### src/rtl/dnn_fix_pkg.sv
// Shared types and constants for the 13-bit fixed-point classifier stage.
// Scores are signed with 1.0 = 13'sh0800.
package dnn_fix_pkg;

   localparam int DATA_WIDTH  = 13;
   localparam int NUM_CLASSES = 10;
   localparam int IDX_WIDTH   = 4;

   typedef logic signed [DATA_WIDTH-1:0] score_t;
   typedef logic        [DATA_WIDTH-1:0] margin_t;
   typedef logic        [IDX_WIDTH-1:0]  idx_t;

   typedef enum logic [1:0] {IDLE, SCAN, DONE} argmax_state_t;

   localparam score_t SCORE_MIN = {1'b1, {(DATA_WIDTH-1){1'b0}}};
   localparam idx_t   LAST_IDX  = idx_t'(NUM_CLASSES-1);

   // One extra bit keeps the subtraction exact; max >= second, so the
   // non-negative result always fits back into DATA_WIDTH bits.
   function automatic margin_t score_margin(input score_t hi, input score_t lo);
      logic signed [DATA_WIDTH:0] diff;
      diff = (DATA_WIDTH+1)'(hi) - (DATA_WIDTH+1)'(lo);
      return margin_t'(diff);
   endfunction

endpackage

### src/rtl/dnn_argmax_fix13_if.sv
// Control and result bundle between the inference engine side and the
// argmax classifier; master drives start/reset/scores, slave returns results.
interface dnn_argmax_fix13_if;
   import dnn_fix_pkg::*;

   logic                      start;
   logic                      reset;
   score_t [NUM_CLASSES-1:0]  in_scores;
   logic                      busy;
   logic                      done;
   logic                      result_valid;
   idx_t                      class_idx;
   score_t                    class_val;
   margin_t                   margin;

   modport master (
      output start, reset, in_scores,
      input  busy, done, result_valid, class_idx, class_val, margin
   );

   modport slave (
      input  start, reset, in_scores,
      output busy, done, result_valid, class_idx, class_val, margin
   );

endinterface

### src/rtl/dnn_max2_update.sv
// Combinational running-max / runner-up update for one candidate score.
// Signed compares; ties never displace the current max (lowest index wins).
module dnn_max2_update
   import dnn_fix_pkg::*;
(
   input  score_t cur_max,
   input  idx_t   cur_idx,
   input  score_t cur_second,
   input  score_t value,
   input  idx_t   index,
   output score_t nxt_max,
   output idx_t   nxt_idx,
   output score_t nxt_second
);

   always_comb begin
      nxt_max    = cur_max;
      nxt_idx    = cur_idx;
      nxt_second = cur_second;
      if (value > cur_max) begin
         nxt_second = cur_max;
         nxt_max    = value;
         nxt_idx    = index;
      end else if (value > cur_second) begin
         nxt_second = value;
      end
   end

endmodule

### src/rtl/dnn_argmax_fix13.sv
// Argmax classifier: snapshots the score vector on start, scans one score per
// clock, then registers the winning index, its score and the margin.
module dnn_argmax_fix13
   import dnn_fix_pkg::*;
(
   input  logic               clk,
   input  logic               rst,
   dnn_argmax_fix13_if.slave  bus
);

   argmax_state_t            state_q, state_d;
   score_t [NUM_CLASSES-1:0] snap_q, snap_d;
   score_t                   max_q, max_d;
   idx_t                     max_idx_q, max_idx_d;
   score_t                   second_q, second_d;
   idx_t                     scan_idx_q, scan_idx_d;
   logic                     busy_q, busy_d;
   logic                     done_q, done_d;
   logic                     valid_q, valid_d;
   idx_t                     class_idx_q, class_idx_d;
   score_t                   class_val_q, class_val_d;
   margin_t                  margin_q, margin_d;

   score_t upd_max, upd_second;
   idx_t   upd_idx;

   dnn_max2_update u_max2 (
      .cur_max    (max_q),
      .cur_idx    (max_idx_q),
      .cur_second (second_q),
      .value      (snap_q[scan_idx_q]),
      .index      (scan_idx_q),
      .nxt_max    (upd_max),
      .nxt_idx    (upd_idx),
      .nxt_second (upd_second)
   );

   always_comb begin
      // NOTE: every _d gets its hold value first so no path can infer a latch.
      state_d     = state_q;
      snap_d      = snap_q;
      max_d       = max_q;
      max_idx_d   = max_idx_q;
      second_d    = second_q;
      scan_idx_d  = scan_idx_q;
      done_d      = 1'b0;
      valid_d     = valid_q;
      class_idx_d = class_idx_q;
      class_val_d = class_val_q;
      margin_d    = margin_q;

      if (bus.reset) begin
         state_d     = IDLE;
         snap_d      = '0;
         max_d       = '0;
         max_idx_d   = '0;
         second_d    = '0;
         scan_idx_d  = '0;
         valid_d     = 1'b0;
         class_idx_d = '0;
         class_val_d = '0;
         margin_d    = '0;
      end else begin
         unique case (state_q)
            IDLE: begin
               if (bus.start) begin
                  snap_d     = bus.in_scores;
                  max_d      = bus.in_scores[0];
                  max_idx_d  = '0;
                  second_d   = SCORE_MIN;
                  scan_idx_d = idx_t'(1);
                  valid_d    = 1'b0;
                  state_d    = SCAN;
               end
            end
            SCAN: begin
               max_d     = upd_max;
               max_idx_d = upd_idx;
               second_d  = upd_second;
               if (scan_idx_q == LAST_IDX) begin
                  state_d = DONE;
               end else begin
                  scan_idx_d = scan_idx_q + idx_t'(1);
               end
            end
            DONE: begin
               done_d      = 1'b1;
               valid_d     = 1'b1;
               class_idx_d = max_idx_q;
               class_val_d = max_q;
               margin_d    = score_margin(max_q, second_q);
               state_d     = IDLE;
            end
            default: state_d = IDLE;
         endcase
      end

      busy_d = (state_d == SCAN);
   end

   // NOTE: the snapshot is only ten words of flops, so it is reset along with
   // everything else; outputs and internal state are then fully defined.
   always_ff @(posedge clk or negedge rst) begin
      if (!rst) begin
         state_q     <= IDLE;
         snap_q      <= '0;
         max_q       <= '0;
         max_idx_q   <= '0;
         second_q    <= '0;
         scan_idx_q  <= '0;
         busy_q      <= 1'b0;
         done_q      <= 1'b0;
         valid_q     <= 1'b0;
         class_idx_q <= '0;
         class_val_q <= '0;
         margin_q    <= '0;
      end else begin
         // NOTE: non-blocking so every flop samples the pre-edge values.
         state_q     <= state_d;
         snap_q      <= snap_d;
         max_q       <= max_d;
         max_idx_q   <= max_idx_d;
         second_q    <= second_d;
         scan_idx_q  <= scan_idx_d;
         busy_q      <= busy_d;
         done_q      <= done_d;
         valid_q     <= valid_d;
         class_idx_q <= class_idx_d;
         class_val_q <= class_val_d;
         margin_q    <= margin_d;
      end
   end

   assign bus.busy         = busy_q;
   assign bus.done         = done_q;
   assign bus.result_valid = valid_q;
   assign bus.class_idx    = class_idx_q;
   assign bus.class_val    = class_val_q;
   assign bus.margin       = margin_q;

endmodule

### src/flat_wrapper.sv
// flat-port wrapper written by rule: the top's interface ports become plain ports
module dnn_argmax_fix13_flat import dnn_fix_pkg::*;
  (clk, rst, bus_start, bus_reset, bus_in_scores, bus_busy, bus_done, bus_result_valid, bus_class_idx, bus_class_val, bus_margin);
  dnn_argmax_fix13_if bus_i ();
  input  logic clk;
  input  logic rst;
  input wire logic [$bits(bus_i.start)-1:0] bus_start;
  input wire logic [$bits(bus_i.reset)-1:0] bus_reset;
  input wire logic [$bits(bus_i.in_scores)-1:0] bus_in_scores;
  output wire logic [$bits(bus_i.busy)-1:0] bus_busy;
  output wire logic [$bits(bus_i.done)-1:0] bus_done;
  output wire logic [$bits(bus_i.result_valid)-1:0] bus_result_valid;
  output wire logic [$bits(bus_i.class_idx)-1:0] bus_class_idx;
  output wire logic [$bits(bus_i.class_val)-1:0] bus_class_val;
  output wire logic [$bits(bus_i.margin)-1:0] bus_margin;
  assign bus_i.start = bus_start;
  assign bus_i.reset = bus_reset;
  assign bus_i.in_scores = bus_in_scores;
  assign bus_busy = bus_i.busy;
  assign bus_done = bus_i.done;
  assign bus_result_valid = bus_i.result_valid;
  assign bus_class_idx = bus_i.class_idx;
  assign bus_class_val = bus_i.class_val;
  assign bus_margin = bus_i.margin;
  dnn_argmax_fix13 u_core (.clk(clk), .rst(rst), .bus(bus_i));
endmodule
### config.mk
export PLATFORM = sky130hd
export DESIGN_NAME = dnn_argmax_fix13_flat
export DESIGN_NICKNAME = d
export VERILOG_FILES = /design/src/rtl/dnn_fix_pkg.sv /design/src/rtl/dnn_argmax_fix13_if.sv /design/src/rtl/dnn_max2_update.sv /design/src/rtl/dnn_argmax_fix13.sv /design/src/flat_wrapper.sv
export SDC_FILE = /design/constraint.sdc
export NUM_CORES = 1
export LEC_CHECK = 0
export CORE_MARGIN = 4
export CORE_UTILIZATION = 40
export DETAILED_ROUTE_END_ITERATION = 12
export PLACE_DENSITY = 0.72
export RECOVER_POWER = 25
export SLEW_MARGIN = 25
export SYNTH_ARGS = -nofsm -noshare
export SYNTH_HDL_FRONTEND = slang
export SYNTH_SLANG_ARGS = --single-unit
### constraint.sdc
create_clock -name clk -period 11.59 [get_ports clk]
set_input_delay 3.477 -clock clk [delete_from_list [all_inputs] [get_ports clk]]
set_output_delay 3.477 -clock clk [all_outputs]
set_load 0.05 [all_outputs]
### M3 wires

Scale: 3 px per um.
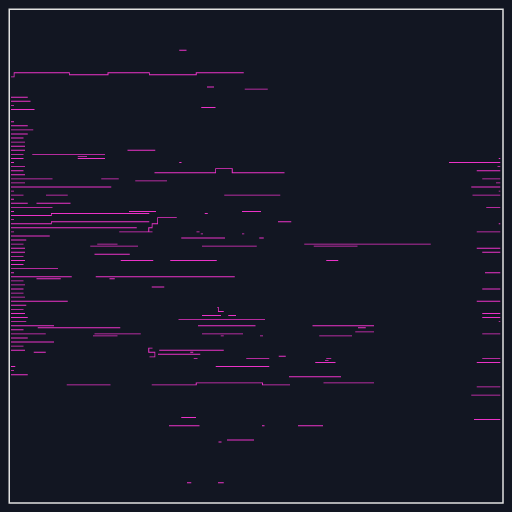
longest straight run	46.0 um
main direction	horizontal
share of all routed wire	6.1%

### The clock network

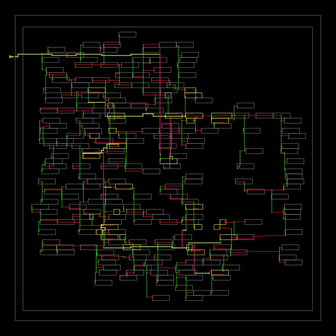
latest clock arrival within the worst-skew pair: 440 ps
clk pwr: 600 uW
Flops: 199
Num CTS Buffers: 17

### Where the registers sit

Scale: 2 px per um. Other sequential cells in the stronger gray, the rest of the logic in the fainter gray.
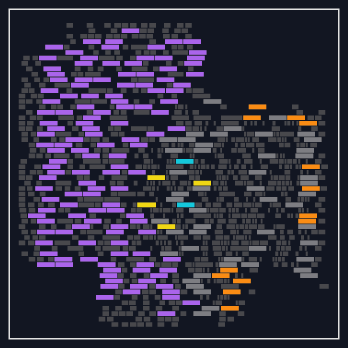
color	signal	placed flops
purple	`u_core.snap_q`	130
orange	`u_core.bus.class_val`	13
cyan	`u_core.state_q`	2
yellow	`u_core.scan_idx_q`	4
not colored	50

==> results_slide.txt <==
Run Summary

Status
  • Run status: finished clean

Synth
  • Yosys chip area: between 9000 and 10000 um^2
  • Register share after synthesis: 51.1%
  • Syn. warnings: 0
  • Synth top cell by count: dfrtp_1
  • Top logic family: AND-OR/OR-AND gates
  • Yosys reg bits: 199
  • Synth cell types: roughly 50
  • Yosys cell count: around 830
  • Largest cells by area: dfrtp_1 (51%), a22o_1 (12%), mux4_2 (6.0%), ha_1 (5.1%), mux2i_1 (4.4%)
  • Count of library flops with an enable pin: 0
  • Adder Area Share: 5.34%
  • Multiplexer area fraction after synthesis: approximately 13%

Finish
  • Post-route cell area: 12300 um^2
  • Comb area: 4390 um^2
  • Most used logic cell in the final layout: dfrtp_1
  • # diodes: 0
  • Combinational share of cell area: a little over a third
  • Most flop-heavy register: u_core.snap_q
  • Synth-to-layout area growth: 26.1%
  • CLK BUF: 18
  • Total area of sequential cells: 4980 um^2
  • Final Non-Filler Cells: 1294
  • Final core utilization: 51.9%
  • Signal buffers share of area: 14.5%
  • Cell class ranked first by area: flip-flops and latches

Routing
  • Highest routed layer: met5
  • Met1 wire length: 11400 um
  • Routed WL: 24900 um
  • Drt via density: ~5.5
  • DR WL met3: 1520 um
  • Antenna viol nets, final: 0
  • Residual DRC count: 0

Final timing
  • Clock skew: approximately 15 ps
  • Rel. slew slack: 33.4%
  • Final setup violation count: 0
  • Crit path time final: approximately 5500 ps
  • Final Hold Fails: 0
  • Slew Limit Fails: 0

Run
  • Tool warnings: 32
  • Max Cap Viol: 0

Power
  • Overall power: between 1500 and 2000 uW
  • Combinational power: between 400 and 500 uW
  • Sequential share of power: between 40% and 50%
  • Power share of the clock group: between 30 and 40%

Worst setup path
  • Crit path max-delay family: AND-OR/OR-AND gates
  • Worst stage delay on the critical path: 810 ps
  • Sequence of cells on the critical path: buf_4, mux4_2, a221oi_1, a21oi_1, ha_1, and4_4, a221o_1, nor2_2, mux2i_4, a211o_1, mux2_2
  • Worst EP required: 11910 ps
  • Worst Path Buf+Inv: 1
  • Worst EP arrival: 5840 ps

Worst hold path
  • Hold crit path type: flip-flop to flip-flop

GRT
  • Most crowded layer after global routing: met2
  • Initial antenna violation count: 1
  • Met3 usage: 3.94%
  • Largest net degree at the start of global routing: between 100 and 150
  • GRT met1 Usage: 26.7%

CTS
  • Clock sink count: 199
  • CTS Buffer Depth: 2
  • Post-CTS Hold Fix Bufs: 0

Die
  • Chip area: 26900 um^2

Placed design
  • Placed instance count: 1261
  • Post-DP HPWL: 17900 um
### Cells by drive strength

Scale: 3 px per um.
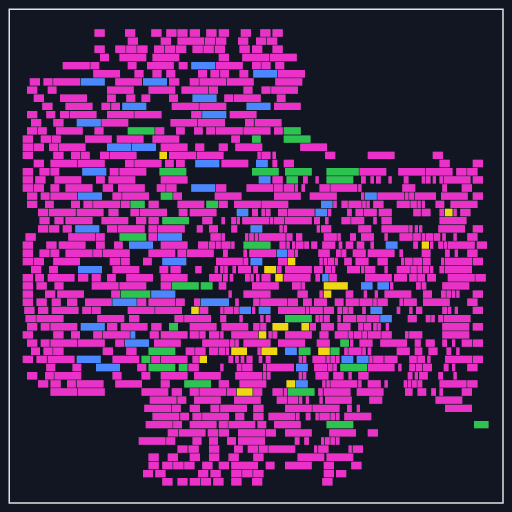
color	size	cells
green	_6 and larger	33
yellow	_3 and _4 cells	18
blue	_2 cells	50
magenta	_0 and _1 cells	874

### Wiring heat map

Scale: 2 px per um. 33 x 33 tiles, from black (low) to pale yellow (high), scaled to the fullest tile. Values are wire area over tile area, all layers added.
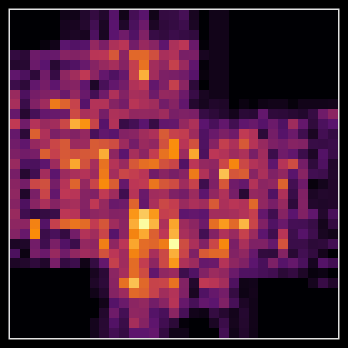
nearly empty tiles	22%
mean over tiles	0.15
emptiest ninth of the die	upper right
fullest tile	0.57

## final timing paths
path,from,endpoint,slack (ps),depth (start not counted)
min in group asynchronous,rst,u_core.bus.margin[9]$_DFFE_PN0P_,3110,1
worst max-delay path,u_core.scan_idx_q[0]$_DFFE_PN0P_,u_core.max_q[1]$_DFFE_PN0P_,6060,11
worst max register to register,u_core.scan_idx_q[0]$_DFFE_PN0P_,u_core.max_q[1]$_DFFE_PN0P_,6060,11
worst min register to register,u_core.bus.margin[7]$_DFFE_PN0P_,u_core.bus.margin[7]$_DFFE_PN0P_,480,2
max in group asynchronous,rst,u_core.scan_idx_q[0]$_DFFE_PN0P_,7130,2
worst min-delay path,u_core.bus.margin[7]$_DFFE_PN0P_,u_core.bus.margin[7]$_DFFE_PN0P_,480,2
No activity file was given, so power comes from the tool's default toggle rates.
